==> images/logic_types.png <==
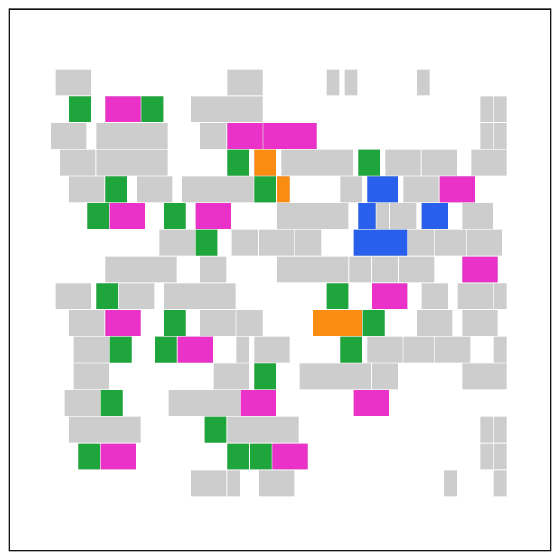
==> images/congestion.png <==
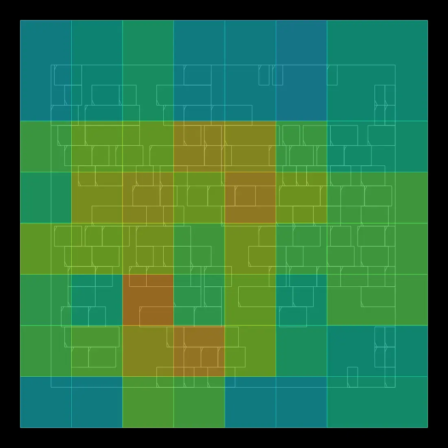
==> images/wires.png <==
Only two layers are drawn.
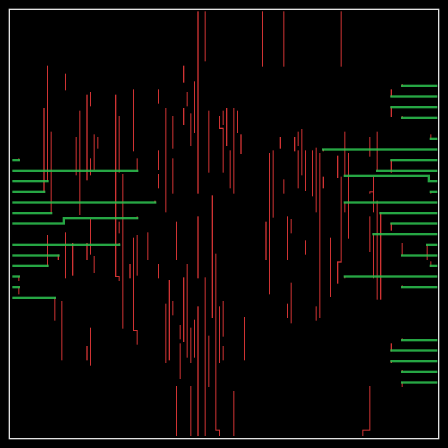
File: src/rtl/demux_stream_1ton_pkg.sv
// Shared types and helpers for the 1-to-N stream demultiplexer.
package demux_pkg;

    // Packet-level routing state.
    typedef enum logic [1:0] {
        IDLE = 2'd0,   // waiting for the first beat of a packet
        PASS = 2'd1,   // channel lock is held until the last beat
        DROP = 2'd2    // discarding the remainder of an illegal packet
    } state_t;

    // Ceiling log2, usable in parameter expressions.
    function automatic int clog2(input int value);
        int result;
        int v;
        result = 0;
        v      = value - 1;
        while (v > 0) begin
            result = result + 1;
            v      = v >> 1;
        end
        return result;
    endfunction

endpackage

File: src/rtl/demux_stream_1ton_stream_reg.sv
// One-entry valid/ready pipeline register. Accepts a new word in the same
// cycle the held word drains, so a full register sustains one word per cycle.
module stream_reg #(
    parameter int DW = 8
) (
    input  logic          clk,
    input  logic          rst,
    input  logic          s_valid,
    output logic          s_ready,
    input  logic [DW-1:0] s_data,
    output logic          m_valid,
    input  logic          m_ready,
    output logic [DW-1:0] m_data
);

    logic          valid_q, valid_d;
    logic [DW-1:0] data_q, data_d;

    // Upstream may write whenever the slot is empty or is draining this cycle.
    assign s_ready = !valid_q || m_ready;
    assign m_valid = valid_q;
    assign m_data  = data_q;

    // Next contents: load wins over drain; data is kept after a drain.
    always_comb begin
        valid_d = valid_q;
        data_d  = data_q;
        if (s_valid && s_ready) begin
            valid_d = 1'b1;
            data_d  = s_data;
        end else if (m_ready) begin
            valid_d = 1'b0;
        end
    end

    // Storage with synchronous clear.
    always_ff @(posedge clk) begin
        if (rst) begin
            valid_q <= 1'b0;
            data_q  <= '0;
        end else begin
            valid_q <= valid_d;
            data_q  <= data_d;
        end
    end

endmodule

File: src/rtl/demux_stream_1ton.sv
// Registered 1-to-N packet demultiplexer. The first beat of a packet picks the
// channel; the channel stays locked until the last beat. Packets whose select
// is out of range are swallowed and counted.
module demux_stream_1ton
    import demux_pkg::*;
#(
    parameter int WIDTH = 8,
    parameter int N     = 4,
    parameter int SEL_W = clog2(N),
    parameter int CNT_W = 16
) (
    input  logic             clk,
    input  logic             rst,
    input  logic             in_valid,
    output logic             in_ready,
    input  logic [WIDTH-1:0] in_data,
    input  logic [SEL_W-1:0] in_sel,
    input  logic             in_last,
    output logic [N-1:0]     out_valid,
    input  logic [N-1:0]     out_ready,
    output logic [WIDTH-1:0] out_data,
    output logic             out_last,
    output logic             busy,
    output logic [CNT_W-1:0] drop_cnt
);

    localparam int              PAY_W = WIDTH + 1 + SEL_W;
    localparam logic [SEL_W:0]  N_L   = N[SEL_W:0];

    state_t             state_q, state_d;
    logic [SEL_W-1:0]   lock_q, lock_d;
    logic [CNT_W-1:0]   drop_cnt_q, drop_cnt_d;

    logic               sel_legal;
    logic               accept;
    logic [SEL_W-1:0]   dest_ch;
    logic               reg_s_valid, reg_s_ready;
    logic               reg_m_valid, reg_m_ready;
    logic [PAY_W-1:0]   reg_s_data, reg_m_data;
    logic [SEL_W-1:0]   reg_ch;

    // Select legality is only meaningful on a first beat (IDLE).
    assign sel_legal   = ({1'b0, in_sel} < N_L);
    assign accept      = in_valid && in_ready;
    assign dest_ch     = (state_q == IDLE) ? in_sel : lock_q;
    assign reg_s_valid = in_valid && (((state_q == IDLE) && sel_legal) || (state_q == PASS));
    assign reg_s_data  = {in_data, in_last, dest_ch};

    stream_reg #(
        .DW (PAY_W)
    ) u_out_reg (
        .clk     (clk),
        .rst     (rst),
        .s_valid (reg_s_valid),
        .s_ready (reg_s_ready),
        .s_data  (reg_s_data),
        .m_valid (reg_m_valid),
        .m_ready (reg_m_ready),
        .m_data  (reg_m_data)
    );

    assign out_data = reg_m_data[PAY_W-1 -: WIDTH];
    assign out_last = reg_m_data[SEL_W];
    assign reg_ch   = reg_m_data[SEL_W-1:0];

    // One-hot valid decode of the held beat's channel.
    generate
        for (genvar gi = 0; gi < N; gi++) begin : g_decode
            assign out_valid[gi] = reg_m_valid && (reg_ch == SEL_W'(gi));
        end
    endgenerate

    // Only the addressed channel's ready can drain the register.
    assign reg_m_ready = |(out_valid & out_ready);

    // State, lock and drop counter registers.
    always_ff @(posedge clk) begin
        if (rst) begin
            state_q    <= IDLE;
            lock_q     <= '0;
            drop_cnt_q <= '0;
        end else begin
            state_q    <= state_d;
            lock_q     <= lock_d;
            drop_cnt_q <= drop_cnt_d;
        end
    end

    // Next-state: packet framing, channel lock and drop accounting.
    always_comb begin
        state_d    = state_q;
        lock_d     = lock_q;
        drop_cnt_d = drop_cnt_q;
        if (accept) begin
            case (state_q)
                IDLE: begin
                    if (sel_legal) begin
                        lock_d  = in_sel;
                        state_d = in_last ? IDLE : PASS;
                    end else begin
                        if (!(&drop_cnt_q)) begin
                            drop_cnt_d = drop_cnt_q + 1'b1;
                        end
                        state_d = in_last ? IDLE : DROP;
                    end
                end
                PASS:    if (in_last) state_d = IDLE;
                DROP:    if (in_last) state_d = IDLE;
                default: state_d = IDLE;
            endcase
        end
    end

    // Outputs: a dropping packet is always accepted; otherwise follow the register.
    always_comb begin
        in_ready = reg_s_ready;
        if (state_q == DROP) begin
            in_ready = 1'b1;
        end
        busy     = (state_q != IDLE) || reg_m_valid;
        drop_cnt = drop_cnt_q;
    end

endmodule
File: config.mk
export PLATFORM = sky130hd
export DESIGN_NAME = demux_stream_1ton
export DESIGN_NICKNAME = d
export VERILOG_FILES = /design/src/rtl/demux_stream_1ton_pkg.sv /design/src/rtl/demux_stream_1ton_stream_reg.sv /design/src/rtl/demux_stream_1ton.sv
export SDC_FILE = /design/constraint.sdc
export NUM_CORES = 1
export LEC_CHECK = 0
export CORE_MARGIN = 4
export CORE_UTILIZATION = 36
export DETAILED_ROUTE_END_ITERATION = 8
export PLACE_DENSITY = 0.82
export SLEW_MARGIN = 20
export SYNTH_ARGS = -nofsm -noshare
export SYNTH_HDL_FRONTEND = slang
export SYNTH_SLANG_ARGS = --single-unit
File: constraint.sdc
create_clock -name clk -period 2.2 [get_ports clk]
set_clock_uncertainty 0.15 [all_clocks]
set_input_delay 0.33 -clock clk [delete_from_list [all_inputs] [get_ports clk]]
set_output_delay 0.33 -clock clk [all_outputs]
set_load 0.02 [all_outputs]
==> deck_impl_summary.md <==
Flow Results at a Glance

Cells and area
  – Final non-clock buffer share: 31.08%
  – Non-clock buffers: 36
  – Post-layout instance area: 0.001131 mm²
  – Invs w/o clock: 1
  – Gate Area: approximately 460 µm²
  – Dominant class by area: combinational gates

Routing
  – Drt pass-1 iters: 4

Critical path
  – Crit path DRT: ~1700 ps
  – CP Capture Point: out_valid[0]
  – Worst path bufs/invs: 1
  – WP data arrival: 1570 ps
  – CP cell instances: nor2b_4 -> and2b_2 -> clkdlybuf4s50_1

Yosys
  – Cells after synthesis: 84
  – Cell type with the largest total area: dfxtp_1

STA
  – Min Tclk post-route: 2049 ps
  – Min Hold Slack: 328.4 ps

Power and ir drop
  – Maximum VDD drop: about 0.00039 V
  – Static leakage: 0.5003 nW

Clock network
  – CTS tree: done
  – Clk root buf: clkbuf_4

Floorplanning
  – I/O pin cnt: about 49
  – Die Wd: 54.98 µm
  – Die H: 54.98 µm

Run status
  – Status: complete, no violations

Global routing
  – Gr busiest metal: met2
Notes on logic_types.png above:
family	colour	cells
nand cells	green	22
aoi and oai cells	blue	4
nor cells	orange	3
mux cells	magenta	14

Notes on congestion.png above:
M2 GR Usage: 21.26%
GRT met3 Usage: 5.094%

Notes on wires.png above:
layer	colour	wire length
metal 3	green	236 µm
metal 2	red	744 µm

Power and IR drop assume default switching activity.
